run_1/closeup.png
Region (21, 31) to (51, 61) um. Cells in gray, sequential cells in the stronger gray; small squares are vias.
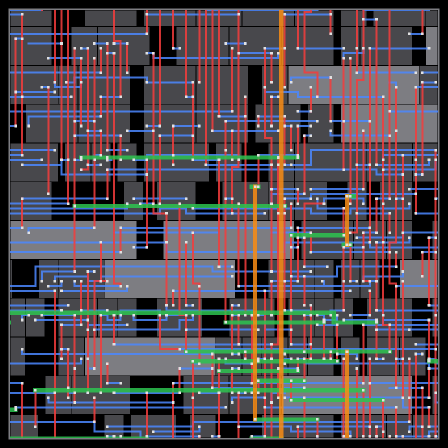
run_1/m1.png
(4 px per um) Supply wires on this layer in gray.
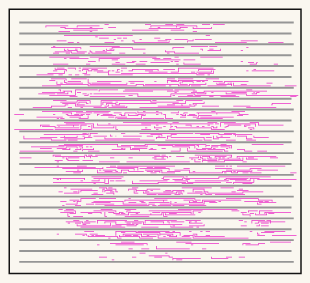
run_1/gates.png
(6 px per um)
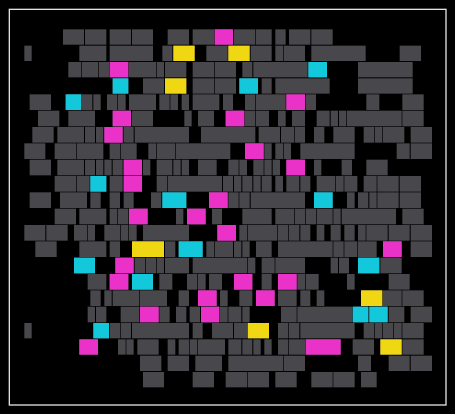
run_1/congestion_map.png
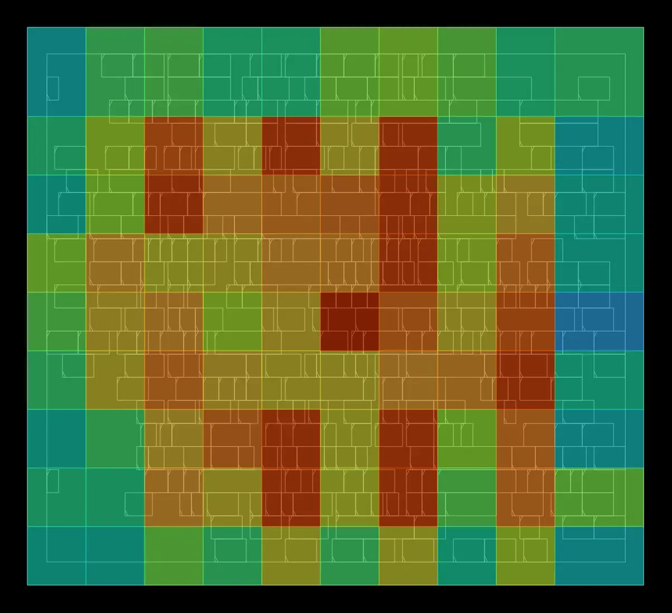
==> config.mk <==
export PLATFORM = sky130hd
export DESIGN_NAME = pc_control
export DESIGN_NICKNAME = d
export VERILOG_FILES = /design/src/rtl/pc_control_pkg.sv /design/src/rtl/pc_control_branch_cond.sv /design/src/rtl/pc_control.sv
export SDC_FILE = /design/constraint.sdc
export NUM_CORES = 1
export LEC_CHECK = 0
export CORE_ASPECT_RATIO = 0.9
export CORE_MARGIN = 2
export CORE_UTILIZATION = 50
export DETAILED_ROUTE_END_ITERATION = 8
export PLACE_DENSITY = 0.95
export SETUP_SLACK_MARGIN = 0.4
export SYNTH_ARGS = -nofsm -noshare
export SYNTH_HDL_FRONTEND = slang
export SYNTH_HIERARCHICAL = 1
export SYNTH_SLANG_ARGS = --single-unit
==> constraint.sdc <==
create_clock -name clk -period 5.75 [get_ports clk]
set_clock_uncertainty 0.1 [all_clocks]
set_input_delay 1.725 -clock clk [delete_from_list [all_inputs] [get_ports clk]]
set_output_delay 1.725 -clock clk [all_outputs]
set_load 0.01 [all_outputs]
==> results.txt, run 1 <==
run results: Late-Pin Clk Latency around 0.26 ns, vias per cell 5.98, Internal 277 uW, # diodes 0, leakage 1.17 nW, H-tree depth 1, met3 WL 501 um, Clk pwr share 25.7%, largest net degree at the start of global routing 26, Pwr Density roughly 140 nW/um^2, max reg flops 15, Seq group 140 uW, crit path buf inv count 1, Num CTS Buffers 3, MUX area fraction 3.55%, count of library flops with an enable pin 0, Worst setup EP type primary output, slowest stage cell on the critical path clkdlybuf4s50_1, Tot GR Track Use 26.2%, # fillers 303, CTS Hold Bufs 0, Comb. pwr 168 uW, crit path max fanout 6, FFs w/ async S/R, synth 100%, Post-DRT Antenna Nets 0, met3 usage in global routing 2.91%, unrepaired setup endpoints after global routing false, Flops 18, # Cells Yosys roughly 270, crit-path cells ha_1 > nand2_1 > nor2_1 > nand2_1 > xnor2_1 > clkdlybuf4s50_1, setup slack, reg-to-reg roughly 2.0 ns, Mapped Area 2110 sq um, Non-clock buffer share between 20% and 30%, First DRT Iteration DRCs 266, cycle use final 77.4%, # clock sinks 18, Gate Area 1560 sq um, WL met1 2830 um, Fmax achieved between 200 and 250 MHz, Area Growth Syn to Fin 35.7%, switch share roughly a third, Yosys top cell by area dfrtp_1, bufs w/o clock 72, Top area cell types dfrtp_1 21%, ha_1 8.9%, xnor2_1 6.6%, a21oi_1 5.9%, o21ai_0 5.9%, Place WS 1.24 ns, fin. max-slew vios 0, global-route wire length before repair 9890 um, die area 4770 sq um, CTS tree done, Post-Synth Adder-Cell Area 9.82%, CTS max path bufs 2, die x size 72.6 um, critical path type reg2out, Cell variety after synth 55, fraction of layout cells with a size suffix above 1 4.76%, Main synth FF type dfrtp_1, dpl hpwl 4720 um, Pre-antenna DRT Iters 7, Final Critical Period 4.45 ns, ranking of synthesized cells by instance count 30 x nand2_1, 25 x a21oi_1, 25 x o21ai_0, slowest stage delay, CP 0.60 ns, Nets a little under 400, final hold violation count 0, met2 WL 2790 um, Clock Root Buffer clkbuf_8, Post-Synth AOI/OAI Area 27.6%, cells after synthesis about 270, status complete, no violations, Synth flops 18, OpenROAD warnings 27, Main power group combinational cells, setup bufs post-CTS 0, n_taps 48, Logic pwr share a little over 40%, port bufs approximately 70, worst vdd ir between 0.08 and 0.09 mV, WP depth 6, Top-area cell share a little over a fifth, Worst-Margin Slew 0.865 ns, global route overflow 0, register share after synthesis 21.3%, Init Core Util 51.9%, Hold Path Class reg2reg, dominant kind of combinational cell AND-OR/OR-AND gates, Max Cap Viol 0, flop share of the area 15.7%, Fin Setup TNS 0 ns, post-synthesis average cell area just under 8 sq um
## Picture notes: closeup.png
- orange: M4
- green: M3
- red: M2
- blue: M1
- cells with their middle in the window: 86
- sequential cells in the window: 7
- most frequent: clkdlybuf4s50_1 (11), nand2_1 (10), o21ai_0 (10)

## Picture notes: m1.png
- wire length on this layer: 2830 um
- nets with wire on the layer: 342
drt total wl: 6200 um
routing usage on met1: 37.9%
via count: 2295

## Picture notes: gates.png
- cyan: non-inverting ao/oa cells (cells 14)
- magenta: xor and xnor cells (cells 25)
- yellow: mux cells (cells 7)
non-filler instance count after layout: 384
Comb/total area: 54.2%
most frequent logic cell in the layout: clkdlybuf4s50_1

## Picture notes: congestion_map.png
GRT busiest layer: met2
fin util: 70.5%
met2 Use GR: 41.8%

-- run 1: cells by family after synthesis --
group / count (synthesis)
buffers and inverters: 21
other: 1
adder cells (fa/ha/maj): 16
XOR/XNOR: 25
AND/OR/NAND/NOR: 93
AND-OR/OR-AND: 90
multiplexers: 7
flip-flops: 18
-- run 1: metrics by stage --
stage	total power, mW	std cells	hold slack, ns	util [%]	instance area (sq um)
2_1_floorplan	0.236	272	0.334	-	2120
3_3_place_gp	0.301	380	0.346	69.1	2820
3_5_place_dp	0.306	380	0.355	69.1	2820
4_1_cts	0.411	384	0.372	70.5	2870
5_1_grt	0.435	384	0.383	70.5	2870
6_report	0.414	384	0.367	70.5	2870
run_1/layers.png
(4 px per um) Two of the layers only.
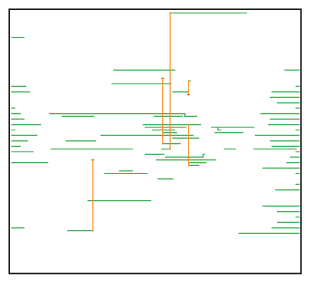

## Run 2: what changed since run 1
--- a/config.mk
+++ b/config.mk
@@ -7,9 +7,9 @@
 export LEC_CHECK = 0
 export CORE_ASPECT_RATIO = 0.9
 export CORE_MARGIN = 2
-export CORE_UTILIZATION = 50
+export CORE_UTILIZATION = 42
 export DETAILED_ROUTE_END_ITERATION = 8
-export PLACE_DENSITY = 0.95
+export PLACE_DENSITY = 0.87
 export SETUP_SLACK_MARGIN = 0.4
 export SYNTH_ARGS = -nofsm -noshare
 export SYNTH_HDL_FRONTEND = slang
==> constraint.sdc (replaced) <==
create_clock -name clk -period 3.6 [get_ports clk]
set_clock_uncertainty 0.1 [all_clocks]
set_input_delay 1.08 -clock clk [delete_from_list [all_inputs] [get_ports clk]]
set_output_delay 1.08 -clock clk [all_outputs]
set_load 0.01 [all_outputs]
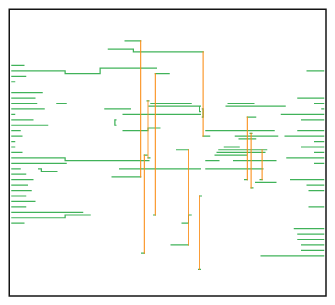
run_2/layers.png
(4 px per um) Two of the layers only.
- green: M3 (wire length 623 um)
- orange: M4 (wire length 208 um)
Tot GR Track Use: 26.1%
drt total wl: 7540 um
via count: 2582
mean routed wirelength per cell: 16.8 um

==> results.txt, run 2 <==
run results: most frequent logic cell in the layout clkdlybuf4s50_1, Pwr Density ~210 nW/um^2, Nets 441, crit path buf inv count 1, Late-Pin Clk Latency 0.27 ns, Top-area cell share 21.3%, n_taps 65, Max Cap Viol 0, crit path max fanout 2, status complete, no violations, Init Core Util 43.7%, WL met1 between 2000 and 3000 um, crit-path cells dlygate4sd2_1 > ha_2 > fa_2 > a21oi_2 > o211ai_1 > a2111o_1 > nand4_4 > xnor2_2 > nor3_1 > a311o_1, Main power group combinational cells, switch share 34.0%, met3 WL 622 um, Gate Area approximately 1800 sq um, dominant kind of combinational cell AND-OR/OR-AND gates, Place WS -0.149 ns, unrepaired setup endpoints after global routing true, fraction of layout cells with a size suffix above 1 28.1%, critical path type in2reg, CTS max path bufs 2, WP depth 10, Comb/total area 51.0%, Logic pwr share 45.9%, Worst-Margin Slew slightly below 0.9 ns, GRT busiest layer met2, Cell variety after synth 55, Comb. pwr about 340 uW, fin util 71.6%, First DRT Iteration DRCs between 100 and 150, met2 WL 3750 um, met2 Use GR roughly 45%, largest net degree at the start of global routing 25, Mapped Area 2110 sq um, Main synth FF type dfrtp_1, count of library flops with an enable pin 0, Post-Synth Adder-Cell Area between 9 and 10%
run 2: cell count changes in the layout (fill, tap and decap cells not counted), moves of 4 or more:
| cell | previous run | this run |
|---|---|---|
| dfrtp_2 | 0 | 6 |
| xnor2_2 | 1 | 9 |
| dfrtp_1 | 18 | 12 |
| ha_4 | 0 | 4 |
| a21oi_1 | 25 | 21 |
| nor2_1 | 24 | 19 |
| clkdlybuf4s50_1 | 70 | 55 |
| o21ai_0 | 25 | 21 |
| ha_1 | 15 | 8 |
| xnor2_1 | 16 | 8 |
| buf_4 | 2 | 49 |
| dlygate4sd2_1 | 0 | 12 |
| o21ai_1 | 4 | 8 |
| a21oi_2 | 1 | 5 |
Power and IR drop assume default switching activity.
